**src/rtl/qpacket_pkg.sv**
```systemverilog
// Shared definitions for the Q-routing packet path: default widths, packet-type
// encodings, broadcast ID and the transmit FSM state encoding.
package qpacket_pkg;

  localparam int          DEF_WORD_WIDTH = 16;
  localparam int          DEF_ADDR_WIDTH = 11;
  localparam logic [15:0] DEF_BCAST_ID   = 16'hFFFF;

  localparam logic [2:0] PKT_HELLO = 3'd1;
  localparam logic [2:0] PKT_DATA  = 3'd2;

  typedef enum logic [2:0] {
    S_IDLE,
    S_REQ,
    S_WAIT,
    S_CMP,
    S_SEND,
    S_DONE
  } state_t;

endpackage

```
**src/rtl/qpacket_tx_qmax_tracker.sv**
```systemverilog
// Running-maximum tracker: holds the best Q-value seen so far and its owner ID.
// The first candidate always loads; ties keep the earlier candidate.
module qmax_tracker #(
  parameter int WORD_WIDTH = 16
) (
  input  logic                  clk,
  input  logic                  rst,
  input  logic                  clr,
  input  logic                  cmp,
  input  logic                  first,
  input  logic [WORD_WIDTH-1:0] cand_q,
  input  logic [WORD_WIDTH-1:0] cand_id,
  output logic [WORD_WIDTH-1:0] best_q,
  output logic [WORD_WIDTH-1:0] best_id
);

  always_ff @(posedge clk) begin
    if (rst || clr) begin
      best_q  <= '0;
      best_id <= '0;
    end else if (cmp && (first || (cand_q > best_q))) begin
      best_q  <= cand_q;
      best_id <= cand_id;
    end
  end

endmodule

```
**src/rtl/qpacket_tx.sv**
```systemverilog
// Transmit-side packet builder: snapshots local node state, optionally scans the
// neighbor table for the highest-Q next hop, then offers one packet via valid/ready.
module qpacket_tx
  import qpacket_pkg::*;
#(
  parameter int                    WORD_WIDTH = DEF_WORD_WIDTH,
  parameter int                    ADDR_WIDTH = DEF_ADDR_WIDTH,
  parameter logic [WORD_WIDTH-1:0] BCAST_ID   = DEF_BCAST_ID
) (
  input  logic                  clk,
  input  logic                  rst,
  input  logic                  en,
  input  logic [2:0]            pkt_type,
  input  logic [WORD_WIDTH-1:0] my_id,
  input  logic [WORD_WIDTH-1:0] my_cluster_id,
  input  logic [WORD_WIDTH-1:0] my_energy,
  input  logic [WORD_WIDTH-1:0] my_qvalue,
  input  logic [WORD_WIDTH-1:0] m_neighbor_count,
  output logic                  rd_en,
  output logic [ADDR_WIDTH-1:0] rd_addr,
  input  logic [WORD_WIDTH-1:0] m_source_id,
  input  logic [WORD_WIDTH-1:0] m_qvalue,
  output logic [WORD_WIDTH-1:0] f_source_id,
  output logic [WORD_WIDTH-1:0] f_dest_id,
  output logic [WORD_WIDTH-1:0] f_cluster_id,
  output logic [WORD_WIDTH-1:0] f_energy_left,
  output logic [WORD_WIDTH-1:0] f_qvalue,
  output logic [2:0]            f_packet_type,
  output logic                  pkt_valid,
  input  logic                  pkt_ready,
  output logic                  no_route,
  output logic                  busy,
  output logic                  done
);

  // Count needs one extra bit so a full 2^ADDR_WIDTH table is representable.
  localparam int                    CW      = ADDR_WIDTH + 1;
  localparam logic [WORD_WIDTH-1:0] MAX_CNT = WORD_WIDTH'(1) << ADDR_WIDTH;

  state_t                state, state_nxt;
  logic [CW-1:0]         idx, cnt;
  logic [WORD_WIDTH-1:0] id_r, cluster_r, energy_r, q_r;
  logic [2:0]            type_r;
  logic [WORD_WIDTH-1:0] best_q, best_id;
  logic                  start, is_data_in, zero_cnt, last, cmp;

  assign start      = (state == S_IDLE) && en;
  assign is_data_in = (pkt_type == PKT_DATA);
  assign zero_cnt   = (m_neighbor_count == '0);
  assign last       = ((idx + CW'(1)) == cnt);
  assign cmp        = (state == S_CMP);

  assign busy    = (state != S_IDLE);
  assign rd_addr = idx[ADDR_WIDTH-1:0];

  always_comb begin
    state_nxt = state;
    rd_en     = 1'b0;
    pkt_valid = 1'b0;
    done      = 1'b0;
    case (state)
      S_IDLE: if (en) state_nxt = (is_data_in && !zero_cnt) ? S_REQ : S_SEND;
      S_REQ: begin
        rd_en     = 1'b1;
        state_nxt = S_WAIT;
      end
      S_WAIT: state_nxt = S_CMP;
      S_CMP:  state_nxt = last ? S_SEND : S_REQ;
      S_SEND: begin
        pkt_valid = 1'b1;
        if (pkt_ready) state_nxt = S_DONE;
      end
      S_DONE: begin
        done      = 1'b1;
        state_nxt = S_IDLE;
      end
      default: state_nxt = S_IDLE;
    endcase
  end

  always_ff @(posedge clk) begin
    if (rst) begin
      state    <= S_IDLE;
      idx      <= '0;
      no_route <= 1'b0;
    end else begin
      state <= state_nxt;
      if (start) begin
        idx      <= '0;
        no_route <= is_data_in && zero_cnt;
      end else if (cmp && !last) begin
        idx <= idx + CW'(1);
      end
    end
  end

  always_ff @(posedge clk) begin
    if (start) begin
      id_r      <= my_id;
      cluster_r <= my_cluster_id;
      energy_r  <= my_energy;
      q_r       <= my_qvalue;
      type_r    <= pkt_type;
      cnt       <= (m_neighbor_count > MAX_CNT) ? CW'(MAX_CNT) : CW'(m_neighbor_count);
    end
  end

  qmax_tracker #(
    .WORD_WIDTH(WORD_WIDTH)
  ) u_qmax (
    .clk    (clk),
    .rst    (rst),
    .clr    (start),
    .cmp    (cmp),
    .first  (idx == '0),
    .cand_q (m_qvalue),
    .cand_id(m_source_id),
    .best_q (best_q),
    .best_id(best_id)
  );

  // Fields read as zero outside the offer window so idle/reset outputs stay clean.
  assign f_source_id   = pkt_valid ? id_r      : '0;
  assign f_cluster_id  = pkt_valid ? cluster_r : '0;
  assign f_energy_left = pkt_valid ? energy_r  : '0;
  assign f_qvalue      = pkt_valid ? q_r       : '0;
  assign f_packet_type = pkt_valid ? type_r    : '0;
  assign f_dest_id     = !pkt_valid ? '0 :
                         ((type_r == PKT_DATA) && !no_route) ? best_id : BCAST_ID;

endmodule

```
**config.mk**
```make
export PLATFORM = sky130hd
export DESIGN_NAME = qpacket_tx
export DESIGN_NICKNAME = d
export VERILOG_FILES = /design/src/rtl/qpacket_pkg.sv /design/src/rtl/qpacket_tx_qmax_tracker.sv /design/src/rtl/qpacket_tx.sv
export SDC_FILE = /design/constraint.sdc
export NUM_CORES = 1
export LEC_CHECK = 0
export ABC_AREA = 1
export CORE_UTILIZATION = 45
export DETAILED_ROUTE_END_ITERATION = 8
export PLACE_DENSITY_LB_ADDON = 0.05
export SYNTH_ARGS = -nofsm -noshare
export SYNTH_HDL_FRONTEND = slang
export SYNTH_SLANG_ARGS = --single-unit
```
**constraint.sdc**
```tcl
create_clock -name clk -period 4.07 [get_ports clk]
set_clock_uncertainty 0.15 [all_clocks]
set_input_delay 1.0175 -clock clk [delete_from_list [all_inputs] [get_ports clk]]
set_output_delay 1.0175 -clock clk [all_outputs]
set_load 0.02 [all_outputs]
```
==> images/floorplan.png <==
The bar under the picture is 20 um long. Pins as bars on the die edge. Tap cells in grey.
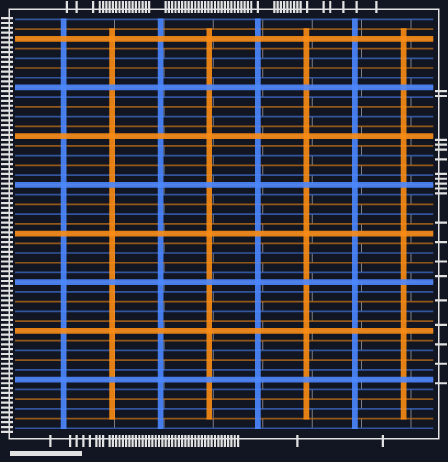
[VDD] orange
[VSS] blue
met1 rails: 43
tap cells: 176
signal pins: 218

==> images/class_map.png <==
The bar under the picture is 20 um long.
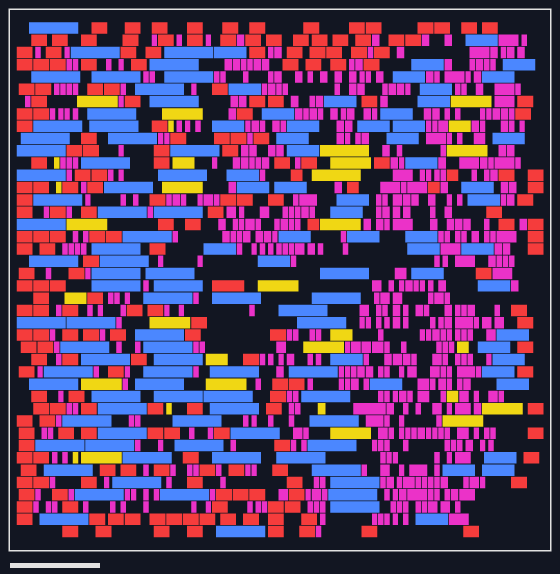
[remaining buffers and delay cells] red | cells: 223
[clock drivers and dummy loads] yellow | cells: 32
[remaining logic cells] magenta | cells: 592
[registers] blue | cells: 127

==> ci_impl_report.md <==
## PnR job results

| Metric | Value |
|---|---|
| Detailed-route wire length per cell | 14.1 um |
| Synth warn | 0 |
| Initial Util | between 40% and 50% |
| Clk buf depth | 2 |
| Sequential fraction of the synthesis area | between 50% and 60% |
| Switching fraction of total power | a little under a third |
| Floorplan core area | 0.0133 sq mm |
| Yosys chip area | approximately 0.0062 sq mm |
| CTS tree | built |
| R2R setup slack | between 1.5 and 2 ns |
| TNS Setup | 0 ns |
| Yosys top cell area share | 38.1% |
| Routability cong. | between 0.8 and 0.9 |
| CP Capture Type | output port |
| RSZ-0062 raised after global routing | false |
| P_leak | about 3.8 nW |
| Clock transition at path regs | ~0.050 ns |
| Clock latency on the worst-skew pair | 0.41 ns |
| Cell type with the largest total area | edfxtp_1 |
| Final Instance Count excl. Fillers | 1150 |
| Cell repeated most along the worst path | nor2_1 |
| Status | complete, no violations |
| Sequential share of power | 36.1% |
| Vias in the first global route | ~5500 |
| Synth Register Bits | about 130 |
==> images/clock_wires.png <==
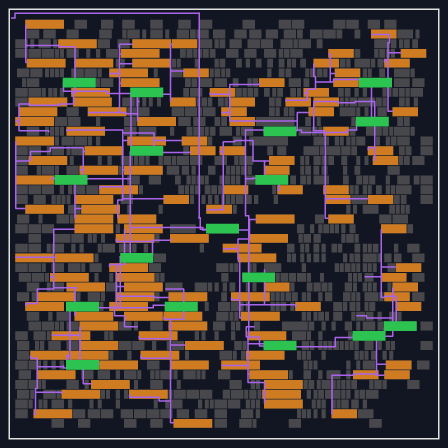
[flip-flops] orange | count: 127
[clock-net drivers] green | count: 17
[clock wires] purple | length: 1600 um
flops lie: spread over the die

==> images/layers.png <==
The bar under the picture is 20 um long. Two of the layers only.
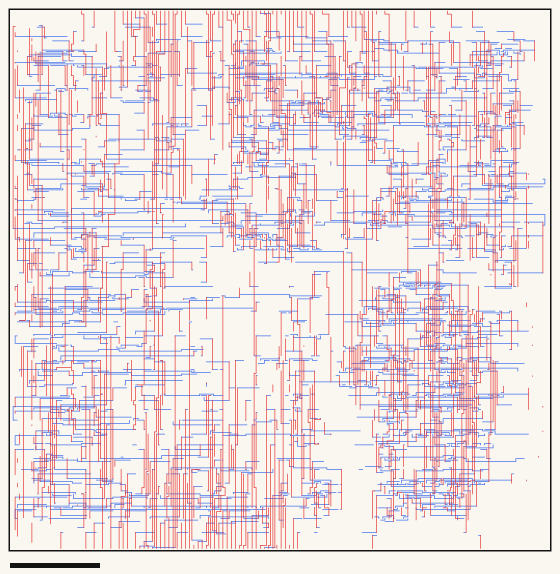
[M2] red | wire length: 8070 um
[M1] blue | wire length: 6570 um

## cells in the mapped netlist, drive strengths merged
cell type and count:
nand4 14, o211ai 1, or2 2, and2 1, nor2 138, ha 18
nand3b 5, clkbuf 21, buf 14, nand2 128, nor4 1, inv 153
edfxtp 79, o21bai 1, nand3 58, a21oi 42, o21ai 25, dfxtp 48
nor3 5
## final timing paths
kind | start | cells after the start | end
min reg2reg | u_qmax.best_id[5] | 2 | u_qmax.best_id[5]
max reg2reg | idx[0] | 14 | idx[4]
max | state[1] | 7 | f_energy_left[5]
min | u_qmax.best_id[5] | 2 | u_qmax.best_id[5]
## sequential cells by signal, indices dropped and copies added (netlist names), 3 cells and up
signal          flops
u_qmax.best_q      16
state               3
cluster_r          16
idx                12
type_r              3
q_r                16
u_qmax.best_id     16
id_r               16
energy_r           16
cnt                12
## metal layers
metal	GRT usage [%]	vias to the layer above	part of all wire (%)
li1	-	2780	-
met1	27.5	2452	40
met2	40.3	191	50
met3	7.46	29	7.2
met4	10.5	0	2.6
met5	0	-	0
## final cells by class
type | count | area (sq um)
inverter | 153 | 586
tap | 176 | 220
clock buffer | 27 | 513
sequential | 127 | 3330
fill | 1068 | 4250
multi-input combinational | 439 | 2140
timing repair buffer | 223 | 2230
clock inverter | 5 | 80.1
## through the flow
| step | cell area (sq um) | hold slack, ns |
|---|---|---|
| 6_report | 9100 | 0.308 |
| 5_1_grt | 9100 | 0.327 |
| 4_1_cts | 9090 | 0.307 |
| 3_5_place_dp | 8500 | 0.299 |
| 3_3_place_gp | 8500 | 0.296 |
| 2_1_floorplan | 6220 | 0.288 |
## kinds of logic after synthesis
logic type	share of synthesized area, %
simple gates	25.0
compound gates	5.63
buf+inv	12.2
flops	53.6
fa+ha+maj	3.62
No activity file was given, so power comes from the tool's default toggle rates.
